<file path="src/rtl/cpu_defs.sv">
// Shared opcode constants, sequencer state encoding and IR field positions.
// Used by the sequencer, the ALU and the register select/encode logic.
package cpu_defs;

    localparam int OPC_HI = 31;
    localparam int OPC_LO = 27;
    localparam int RA_HI  = 26;
    localparam int RA_LO  = 23;
    localparam int RB_HI  = 22;
    localparam int RB_LO  = 19;
    localparam int RC_HI  = 18;
    localparam int RC_LO  = 15;

    typedef logic [4:0] opcode_t;

    localparam opcode_t OP_ADD  = 5'b00011;
    localparam opcode_t OP_SUB  = 5'b00100;
    localparam opcode_t OP_AND  = 5'b01001;
    localparam opcode_t OP_OR   = 5'b01010;
    localparam opcode_t OP_MUL  = 5'b01111;
    localparam opcode_t OP_DIV  = 5'b10000;
    localparam opcode_t OP_NEG  = 5'b10001;
    localparam opcode_t OP_NOT  = 5'b10010;
    localparam opcode_t OP_NOP  = 5'b11010;
    localparam opcode_t OP_HALT = 5'b11011;

    typedef enum logic [3:0] {
        ST_RESET,
        ST_T0,
        ST_T1,
        ST_T2,
        ST_T3,
        ST_T4,
        ST_T5,
        ST_T6,
        ST_HALT,
        ST_FAULT
    } state_t;

    function automatic opcode_t get_opcode(input logic [31:0] ir);
        return ir[OPC_HI:OPC_LO];
    endfunction

endpackage

</file>
<file path="src/rtl/control_sequencer_if.sv">
// Sequencer <-> datapath signal bundle: IR/MemDone/Stop in, control strobes and status out.
// master = sequencer side, slave = datapath side.
interface control_sequencer_if;
    import cpu_defs::*;

    logic [31:0] IR;
    logic        MemDone;
    logic        Stop;

    logic        PCout, Zlowout, Zhighout, MDRout;
    logic        MARin, PCin, MDRin, IRin, Yin, Zin, HIin, LOin;
    logic        IncPC, Read;
    logic        Gra, Grb, Grc;
    logic        Rin, Rout;
    opcode_t     ALUop;
    logic        Run, Fault;

    modport master (
        input  IR, MemDone, Stop,
        output PCout, Zlowout, Zhighout, MDRout,
               MARin, PCin, MDRin, IRin, Yin, Zin, HIin, LOin,
               IncPC, Read, Gra, Grb, Grc, Rin, Rout, ALUop, Run, Fault
    );

    modport slave (
        output IR, MemDone, Stop,
        input  PCout, Zlowout, Zhighout, MDRout,
               MARin, PCin, MDRin, IRin, Yin, Zin, HIin, LOin,
               IncPC, Read, Gra, Grb, Grc, Rin, Rout, ALUop, Run, Fault
    );

endinterface

</file>
<file path="src/rtl/control_sequencer_opcode_class.sv">
// Combinational opcode classifier; zero latency, no handshake.
// is_binary covers MUL/DIV too, since they share T3/T4 with the two-operand ALU ops.
module opcode_class
    import cpu_defs::*;
(
    input  opcode_t opcode,
    output logic    is_binary,
    output logic    is_unary,
    output logic    is_muldiv,
    output logic    is_nop,
    output logic    is_halt,
    output logic    is_illegal
);

    always_comb begin
        is_binary  = 1'b0;
        is_unary   = 1'b0;
        is_muldiv  = 1'b0;
        is_nop     = 1'b0;
        is_halt    = 1'b0;
        is_illegal = 1'b0;
        case (opcode)
            OP_ADD, OP_SUB, OP_AND, OP_OR: is_binary = 1'b1;
            OP_MUL, OP_DIV: begin
                is_binary = 1'b1;
                is_muldiv = 1'b1;
            end
            OP_NEG, OP_NOT: is_unary   = 1'b1;
            OP_NOP:         is_nop     = 1'b1;
            OP_HALT:        is_halt    = 1'b1;
            default:        is_illegal = 1'b1;
        endcase
    end

endmodule

</file>
<file path="src/rtl/control_sequencer.sv">
// Hardwired T-state control unit: Moore strobes from (state, opcode); one state per clock.
// Stalls in T1 until MemDone; Stop only honoured on the edge that would re-enter T0.
module control_sequencer
    import cpu_defs::*;
(
    input  logic                 Clock,
    input  logic                 Clear,
    control_sequencer_if.master  bus
);

    state_t  state, next_state;
    state_t  end_state;
    opcode_t opcode;
    logic    is_binary, is_unary, is_muldiv, is_nop, is_halt, is_illegal;

    assign opcode    = get_opcode(bus.IR);
    assign end_state = bus.Stop ? ST_HALT : ST_T0;

    opcode_class u_opcode_class (
        .opcode     (opcode),
        .is_binary  (is_binary),
        .is_unary   (is_unary),
        .is_muldiv  (is_muldiv),
        .is_nop     (is_nop),
        .is_halt    (is_halt),
        .is_illegal (is_illegal)
    );

    always_ff @(posedge Clock) begin
        if (!Clear) state <= ST_RESET;
        else        state <= next_state;
    end

    always_comb begin
        next_state   = state;
        bus.PCout    = 1'b0;
        bus.Zlowout  = 1'b0;
        bus.Zhighout = 1'b0;
        bus.MDRout   = 1'b0;
        bus.MARin    = 1'b0;
        bus.PCin     = 1'b0;
        bus.MDRin    = 1'b0;
        bus.IRin     = 1'b0;
        bus.Yin      = 1'b0;
        bus.Zin      = 1'b0;
        bus.HIin     = 1'b0;
        bus.LOin     = 1'b0;
        bus.IncPC    = 1'b0;
        bus.Read     = 1'b0;
        bus.Gra      = 1'b0;
        bus.Grb      = 1'b0;
        bus.Grc      = 1'b0;
        bus.Rin      = 1'b0;
        bus.Rout     = 1'b0;
        bus.ALUop    = '0;
        bus.Run      = 1'b0;
        bus.Fault    = 1'b0;

        case (state)
            ST_RESET: next_state = ST_T0;
            ST_T0: begin
                bus.PCout  = 1'b1;
                bus.MARin  = 1'b1;
                bus.IncPC  = 1'b1;
                bus.Zin    = 1'b1;
                next_state = ST_T1;
            end
            ST_T1: begin
                // PCin held while stalled: Z still carries PC+1, so repeated loads are harmless
                bus.Zlowout = 1'b1;
                bus.PCin    = 1'b1;
                bus.Read    = 1'b1;
                bus.MDRin   = 1'b1;
                if (bus.MemDone) next_state = ST_T2;
            end
            ST_T2: begin
                bus.MDRout = 1'b1;
                bus.IRin   = 1'b1;
                next_state = ST_T3;
            end
            ST_T3: begin
                if (is_illegal) begin
                    next_state = ST_FAULT;
                end else if (is_binary) begin
                    bus.Grb    = 1'b1;
                    bus.Rout   = 1'b1;
                    bus.Yin    = 1'b1;
                    next_state = ST_T4;
                end else if (is_unary) begin
                    bus.Grc    = 1'b1;
                    bus.Rout   = 1'b1;
                    bus.ALUop  = opcode;
                    bus.Zin    = 1'b1;
                    next_state = ST_T4;
                end else if (is_nop) begin
                    next_state = end_state;
                end else begin
                    next_state = ST_HALT;
                end
            end
            ST_T4: begin
                if (is_binary) begin
                    bus.Grc    = 1'b1;
                    bus.Rout   = 1'b1;
                    bus.ALUop  = opcode;
                    bus.Zin    = 1'b1;
                    next_state = ST_T5;
                end else if (is_unary) begin
                    bus.Zlowout = 1'b1;
                    bus.Gra     = 1'b1;
                    bus.Rin     = 1'b1;
                    next_state  = end_state;
                end else begin
                    // IR changed under an executing instruction
                    next_state = ST_FAULT;
                end
            end
            ST_T5: begin
                if (is_muldiv) begin
                    bus.Zlowout = 1'b1;
                    bus.LOin    = 1'b1;
                    next_state  = ST_T6;
                end else if (is_binary) begin
                    bus.Zlowout = 1'b1;
                    bus.Gra     = 1'b1;
                    bus.Rin     = 1'b1;
                    next_state  = end_state;
                end else begin
                    next_state = ST_FAULT;
                end
            end
            ST_T6: begin
                bus.Zhighout = 1'b1;
                bus.HIin     = 1'b1;
                next_state   = end_state;
            end
            ST_HALT:  next_state = ST_HALT;
            ST_FAULT: next_state = ST_FAULT;
            default:  next_state = ST_RESET;
        endcase

        bus.Run   = (state inside {ST_T0, ST_T1, ST_T2, ST_T3, ST_T4, ST_T5, ST_T6});
        bus.Fault = (state == ST_FAULT);
    end

endmodule

</file>
<file path="src/flat_wrapper.sv">
// flat-port wrapper written by rule: the top's interface ports become plain ports
module control_sequencer_flat import cpu_defs::*;
  (Clock, Clear, bus_IR, bus_MemDone, bus_Stop, bus_PCout, bus_Zlowout, bus_Zhighout, bus_MDRout, bus_MARin, bus_PCin, bus_MDRin, bus_IRin, bus_Yin, bus_Zin, bus_HIin, bus_LOin, bus_IncPC, bus_Read, bus_Gra, bus_Grb, bus_Grc, bus_Rin, bus_Rout, bus_ALUop, bus_Run, bus_Fault);
  control_sequencer_if bus_i ();
  input  logic Clock;
  input  logic Clear;
  input wire logic [$bits(bus_i.IR)-1:0] bus_IR;
  input wire logic [$bits(bus_i.MemDone)-1:0] bus_MemDone;
  input wire logic [$bits(bus_i.Stop)-1:0] bus_Stop;
  output wire logic [$bits(bus_i.PCout)-1:0] bus_PCout;
  output wire logic [$bits(bus_i.Zlowout)-1:0] bus_Zlowout;
  output wire logic [$bits(bus_i.Zhighout)-1:0] bus_Zhighout;
  output wire logic [$bits(bus_i.MDRout)-1:0] bus_MDRout;
  output wire logic [$bits(bus_i.MARin)-1:0] bus_MARin;
  output wire logic [$bits(bus_i.PCin)-1:0] bus_PCin;
  output wire logic [$bits(bus_i.MDRin)-1:0] bus_MDRin;
  output wire logic [$bits(bus_i.IRin)-1:0] bus_IRin;
  output wire logic [$bits(bus_i.Yin)-1:0] bus_Yin;
  output wire logic [$bits(bus_i.Zin)-1:0] bus_Zin;
  output wire logic [$bits(bus_i.HIin)-1:0] bus_HIin;
  output wire logic [$bits(bus_i.LOin)-1:0] bus_LOin;
  output wire logic [$bits(bus_i.IncPC)-1:0] bus_IncPC;
  output wire logic [$bits(bus_i.Read)-1:0] bus_Read;
  output wire logic [$bits(bus_i.Gra)-1:0] bus_Gra;
  output wire logic [$bits(bus_i.Grb)-1:0] bus_Grb;
  output wire logic [$bits(bus_i.Grc)-1:0] bus_Grc;
  output wire logic [$bits(bus_i.Rin)-1:0] bus_Rin;
  output wire logic [$bits(bus_i.Rout)-1:0] bus_Rout;
  output wire logic [$bits(bus_i.ALUop)-1:0] bus_ALUop;
  output wire logic [$bits(bus_i.Run)-1:0] bus_Run;
  output wire logic [$bits(bus_i.Fault)-1:0] bus_Fault;
  assign bus_i.IR = bus_IR;
  assign bus_i.MemDone = bus_MemDone;
  assign bus_i.Stop = bus_Stop;
  assign bus_PCout = bus_i.PCout;
  assign bus_Zlowout = bus_i.Zlowout;
  assign bus_Zhighout = bus_i.Zhighout;
  assign bus_MDRout = bus_i.MDRout;
  assign bus_MARin = bus_i.MARin;
  assign bus_PCin = bus_i.PCin;
  assign bus_MDRin = bus_i.MDRin;
  assign bus_IRin = bus_i.IRin;
  assign bus_Yin = bus_i.Yin;
  assign bus_Zin = bus_i.Zin;
  assign bus_HIin = bus_i.HIin;
  assign bus_LOin = bus_i.LOin;
  assign bus_IncPC = bus_i.IncPC;
  assign bus_Read = bus_i.Read;
  assign bus_Gra = bus_i.Gra;
  assign bus_Grb = bus_i.Grb;
  assign bus_Grc = bus_i.Grc;
  assign bus_Rin = bus_i.Rin;
  assign bus_Rout = bus_i.Rout;
  assign bus_ALUop = bus_i.ALUop;
  assign bus_Run = bus_i.Run;
  assign bus_Fault = bus_i.Fault;
  control_sequencer u_core (.Clock(Clock), .Clear(Clear), .bus(bus_i));
endmodule
</file>
<file path="config.mk">
export PLATFORM = sky130hd
export DESIGN_NAME = control_sequencer_flat
export DESIGN_NICKNAME = d
export VERILOG_FILES = /design/src/rtl/cpu_defs.sv /design/src/rtl/control_sequencer_if.sv /design/src/rtl/control_sequencer_opcode_class.sv /design/src/rtl/control_sequencer.sv /design/src/flat_wrapper.sv
export SDC_FILE = /design/constraint.sdc
export NUM_CORES = 1
export LEC_CHECK = 0
export CAP_MARGIN = 20
export CORE_MARGIN = 2
export CORE_UTILIZATION = 36
export CTS_CLUSTER_DIAMETER = 120
export DETAILED_ROUTE_END_ITERATION = 10
export GPL_ROUTABILITY_DRIVEN = 0
export PLACE_DENSITY = 0.85
export RECOVER_POWER = 25
export SLEW_MARGIN = 20
export SYNTH_ARGS = -nofsm -noshare
export SYNTH_HDL_FRONTEND = slang
export SYNTH_SLANG_ARGS = --single-unit
</file>
<file path="constraint.sdc">
create_clock -name Clock -period 3.75 [get_ports Clock]
set_input_delay 0.375 -clock Clock [delete_from_list [all_inputs] [get_ports Clock]]
set_output_delay 0.375 -clock Clock [all_outputs]
set_load 0.02 [all_outputs]
</file>
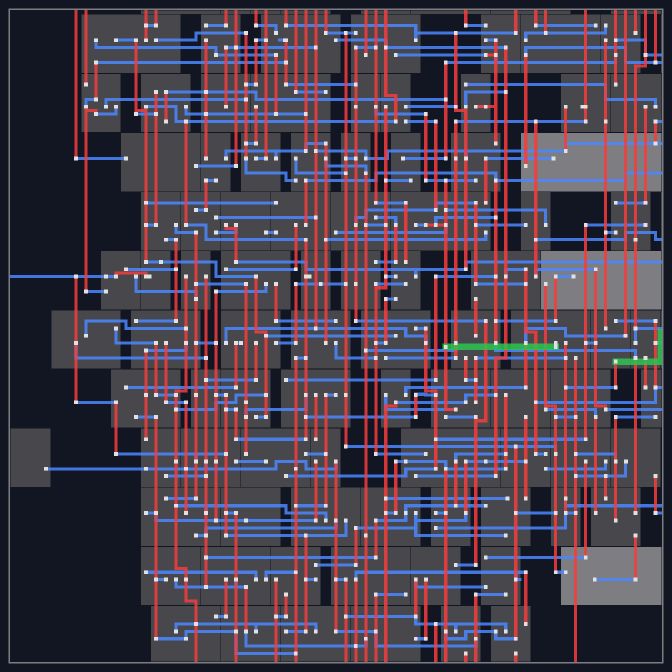
(zoomed window)
Window x 11 to 41, y 11 to 41 um. Cells in gray, sequential cells in the stronger gray; small squares are vias.
legend:
  metal 1:
    color: blue
  metal 3:
    color: green
  metal 2:
    color: red
netlist names of flops here include: u_core.state (3)
sequential cells in the window: 3
cells with their middle in the window: 89
most frequent: nor2_1 (10), a21oi_1 (8), nor3_1 (7)

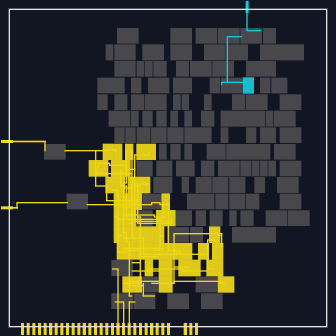
(port wiring)
legend:
  bus_IR:
    color: yellow
    bits: 32
    direction: input
    edge: 30 south, 2 west
    end_cells: 31
    wire: 339 um
  bus_PCin:
    color: cyan
    bits: 1
    direction: output
    edge: north
    end_cells: 1
    wire: 19.3 um

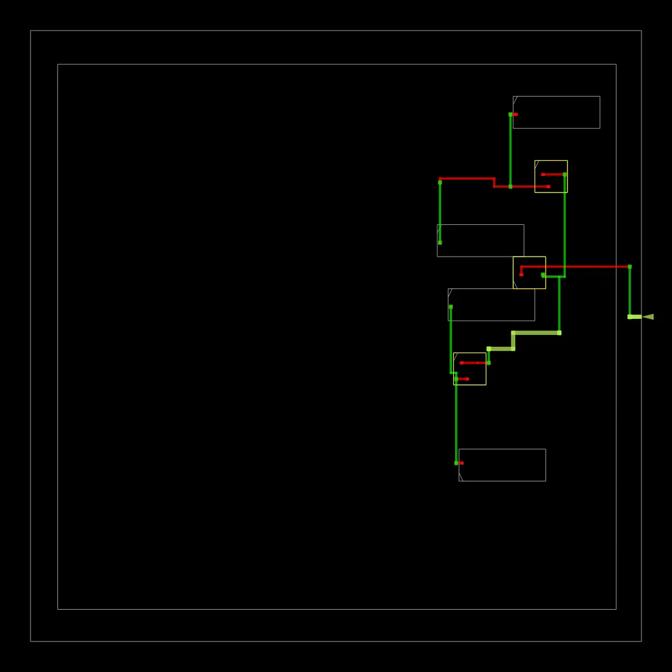
(clock routing)
CLK BUF: 3
CTS Sinks: 4
clk pwr: 54.9 uW
CTS buffer count: 3

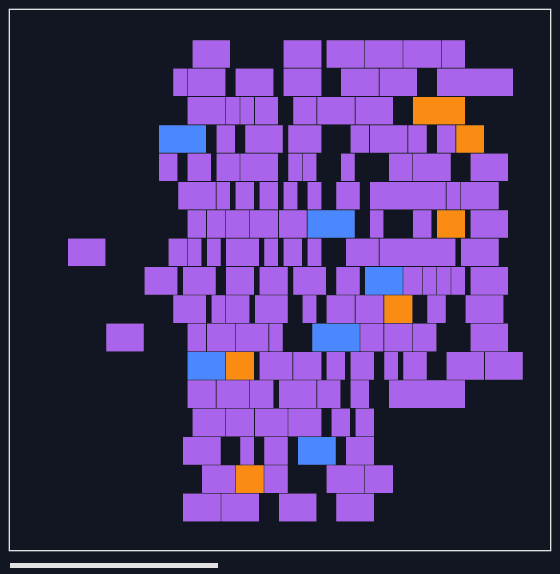
(cell sizes after repair)
Scale bar: 20 um.
legend:
  _3 and _4 cells:
    color: orange
    cells: 6
    share: 4.3%
    most_used: clkbuf_4
  _0 and _1 cells:
    color: purple
    cells: 128
    share: 91%
    most_used: clkdlybuf4s50_1
  _2 cells:
    color: blue
    cells: 6
    share: 4.3%
    most_used: nor3_2

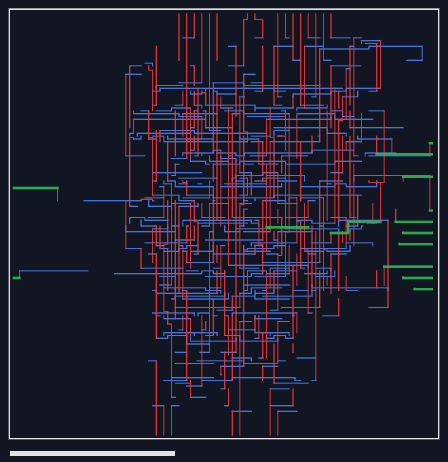
(routed metal, one color a layer)
Scale bar: 20 um.
legend:
  metal 1:
    color: blue
    wire_length: 1010 um
  metal 3:
    color: green
    wire_length: 52.0 um
  metal 2:
    color: red
    wire_length: 1140 um
Total GRT Usage: 0.172
total wire length: 2200 um

==> Changelog: implementation <==
### Changed

* Outcome: finished, final reports clean
* Row count at 17
* Core ar. at 2190 um^2
* OpenROAD warning count at 53
* Worst reg2reg path endpoint: u_core.state[2]
* Hold path depth at 2
* Largest regs: u_core.state (4)
* Comb power at 144 uW
* DRT iter0 DRCs at 18
* Max-Cap Viols at 0
* Dominant register cell: dfxtp_1
* Tightest Pin Transition at about 0.52 ns
* ANT cells at 0
* Slowest cell on crit path: dlygate4sd3_1
* WP data required at around 3.4 ns
* CP startpoint kind: input port
* Floorplan net count at 155
* Met2 wire len at 1140 um
* CTS Buffer Depth at 2
* Post-CTS Resized at 0
* Top cell area share at 0.0973
* Net Sw Frac at 0.431
* Design Area, Final at 1120 um^2
* Switching pwr at 113 uW
* Slew Viols, Final at 0
* Initial core utilization at 0.376
* FMAX at 0.297 GHz
* Root buffer cell: clkbuf_4
* Part of the power in registers at 0.241
* Top-Level Pins at slightly above 60
* Vias at 938
* R2r startpoint: u_core.state[1]
* Die W at 51.8 um
* Leak pwr at around 0.4 nW
* Skew-Pair Late Insertion Delay at 0.24 ns
* Post-route ant nets at 0
* Layout cells sized above 1 at 0.0857
* Endpoint, Worst Hold: u_core.state[2]
* First-pass GRT wire length at 3690 um
* Final worst-path setup slack at 0.381 ns
* Max FFs per register at 4
* H-tree depth at 1
* Final setup fails at 0
* Share of synthesized registers carrying an async set or reset at 0
* Comb power frac at 0.549
* Top sig layer: met3
* RSZ-0062 raised after global routing: false
* P&R area growth vs syn at 35.7%
* Met3 WL post-DR at 51 um
* Yosys Instances at 119
* Most area-consuming cells after synthesis: dfxtp_1 9.7%, buf_4 8.2%, nor2_1 5.9%, a21oi_1 4.9%, nor3_1 4.9%
* Critical path's largest stage delay at approximately 0.7 ns
* Cycle use final at 0.898
* Post-layout minimum cycle time at 3.37 ns
* Largest area contributor in the netlist: dfxtp_1
* CP arrival at 2.99 ns
* YS chip area at 823 um^2
* CTS clk-pin slew, worst paths at 0.04 ns
* Detailed Routing Iterations Pass 1 at 4
* WHS at 0.703 ns
* CP cell instances: dlygate4sd3_1, or3b_1, a31oi_1, a21oi_1, nor3_2, o21a_1, clkdlybuf4s50_1
* R2R cell count at 5
* Full die area at 2690 um^2
* Top cells excl fill/tap: 30 x clkdlybuf4s50_1, 13 x nor2_1, 8 x nor3_1, 8 x a21oi_1, 6 x inv_1
* Clock power share at 0.209
* Vias/cell at about 5.6
* CP Max Fanout at 12
* Post-synth EDFFs at 0
* Layout Utilization at 0.510
* CTS tree: yes
* Final Skew at 0.00309 ns
* Critical path class: in2out
* Post-DP HPWL at 1730 um
* Pwr/cell area at roughly 230 nW/um^2
[worst reg2reg max path: stages, from the launching register on]
cell      delay [ns]
dfxtp_1         0.64
nand2b_1        0.39
nor2_1          0.16
and3_1          0.21
a211oi_1        0.22
a31oi_1         0.11
[metal layers]
layer,GRT usage,up-vias
met2,0.319,16
met4,0.0570,0
li1,-,478
met1,0.209,444
met3,0.00862,0
met5,0,-
[area by class of cell]
class	instances	area [um^2]
Multi-Input combinational cell	91	602
Timing Repair Buffer	36	355
Fill cell	214	1070
Clock buffer	3	22.5
Inverter	6	22.5
Tap cell	28	35.0
Sequential cell	4	80.1
[cells by family after synthesis]
family / share of synthesized area
flip-flops: 0.0973
multiplexers: 0.0122
AND/OR/NAND/NOR: 0.378
XOR/XNOR: 0.0319
buffers and inverters: 0.172
AND-OR/OR-AND: 0.309
No activity file was given, so power comes from the tool's default toggle rates.
